==> config.mk <==
export PLATFORM = sky130hd
export DESIGN_NAME = logic_unit
export DESIGN_NICKNAME = d
export VERILOG_FILES = /design/src/rtl/alu_pkg.sv /design/src/rtl/logic_unit_core.sv /design/src/rtl/logic_unit.sv
export SDC_FILE = /design/constraint.sdc
export NUM_CORES = 1
export LEC_CHECK = 0
export CAP_MARGIN = 20
export CORE_AREA = 2 2 47 60
export DETAILED_ROUTE_END_ITERATION = 10
export DIE_AREA = 0 0 49 62
export GPL_ROUTABILITY_DRIVEN = 0
export PLACE_DENSITY = 0.61
export SLEW_MARGIN = 40
export SYNTH_ARGS = -nofsm -noshare
export SYNTH_HDL_FRONTEND = slang
export SYNTH_SLANG_ARGS = --single-unit
export TNS_END_PERCENT = 100
==> constraint.sdc <==
create_clock -name clk -period 2.75 [get_ports clk]
set_input_delay 0.4125 -clock clk [delete_from_list [all_inputs] [get_ports clk]]
set_output_delay 0.4125 -clock clk [all_outputs]
set_load 0.005 [all_outputs]
Placement view:
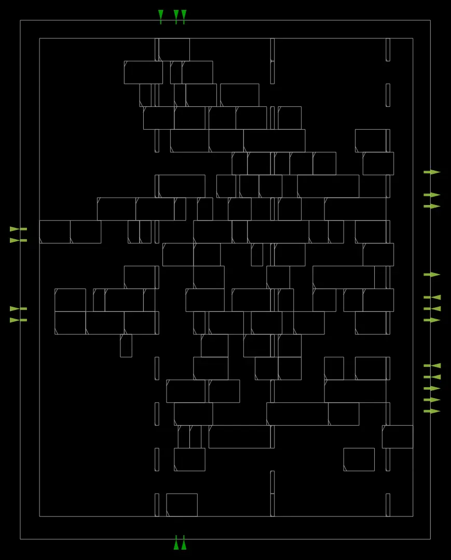
Tap Cells: 34
sequential share of cell area: 0.171

Selected gate families:
Scale bar: 10 um.
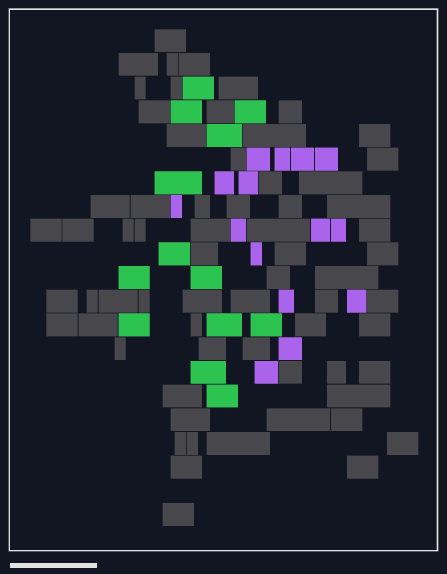
legend:
  purple:
    family: NAND gates
    cells: 15
  green:
    family: multiplexers
    cells: 13
Final Non-Filler Cells: 128
most frequent standard cell in the layout excluding fill and tap cells: clkdlybuf4s50_1
multi-input logic portion of the cell area: 0.494

==> summary.txt <==
Notes on the flow run.

- Counting endpoints that fail hold in the final report gives 0.
- The sum of met3 wire segment lengths after detailed routing is 78 um, for reference.
- The clock tree has to reach 8 sinks.
- The type of the worst setup path is in -> reg, for reference.
- The run finished with clean final reports.
- At the floorplan stage, the core utilization is reported as 0.272.
- The setup slack after layout is 0.590 ns, for reference.
- The cell type that accounts for the most area after synthesis is dfxtp_1.
- Across all stage logs, warnings added up to 32.
- Looking at the post-CTS report, the setup buffer insertion count equals 0.
- The number of levels the H-tree was split into is 1, for reference.
- The count of flip-flops with a built-in enable after synthesis is 0, for reference.
- The clock tree from TritonCTS is yes, for reference.
- In this run the tool buffered the top-level ports with 20 buffer cells.
- The Yosys warning count is 0, for reference.
- The worst path buffer plus inverter count is 1, for reference.
- The routed layout has 549 vias.
- The placed standard-cell area is 915 um^2, for reference.
- The number of stages on the worst hold path is 2, for reference.
- The fmax is 463 MHz, for reference.
cells in the final DEF, fill, tap and decap left out, types with 4 or more instances in the layout:
master           Yosys  final
inv_1               11     11
nand3b_1             5      5
nand3_1              4      4
clkdlybuf4s50_1      0     20
dfxtp_1              8      8
mux2i_1              9      9
ha_1                12     12
layer usage:
metal	GRT usage	vias up
met3	0.0215	2
met1	0.106	235
met4	0.0490	0
met2	0.186	16
li1	-	296
met5	0	-
kinds of logic after synthesis:
| family | count (synthesis) |
|---|---|
| buf+inv | 15 |
| mux | 13 |
| fa+ha+maj | 12 |
| simple gates | 16 |
| compound gates | 9 |
| flops | 8 |
| xor+xnor | 1 |
metrics by stage:
stage / hold slack (ns) / cells
after floorplan: 0.470 / 74
after global placement: 0.462 / 125
after detailed placement: 0.470 / 125
after CTS: 0.479 / 128
after global routing: 0.511 / 128
final: 0.474 / 128
final cells by class:
class,instances,area (um^2),area share
multi-input combinational,51,463,0.494
inverter,11,41.3,0.0441
sequential,8,160,0.171
clock buffer,3,22.5,0.0240
tap,34,42.5,0.0454
timing repair buffer,21,208,0.222
tightest hold or removal path, delay by kind of cell, from the launching register on:
kind / cells / cell delay [ns]
AND-OR/OR-AND: 1 / 0.06
flip-flops: 1 / 0.30
AND/OR/NAND/NOR: 1 / 0.06
power by group:
part | switching (mW) | internal, mW | total, mW
combinational | 0.0482 | 0.0680 | 0.116
sequential | 0.00432 | 0.125 | 0.130
clock | 0.0365 | 0.0497 | 0.0862
total | 0.0890 | 0.243 | 0.332
Power is estimated from default activity; no workload was simulated.
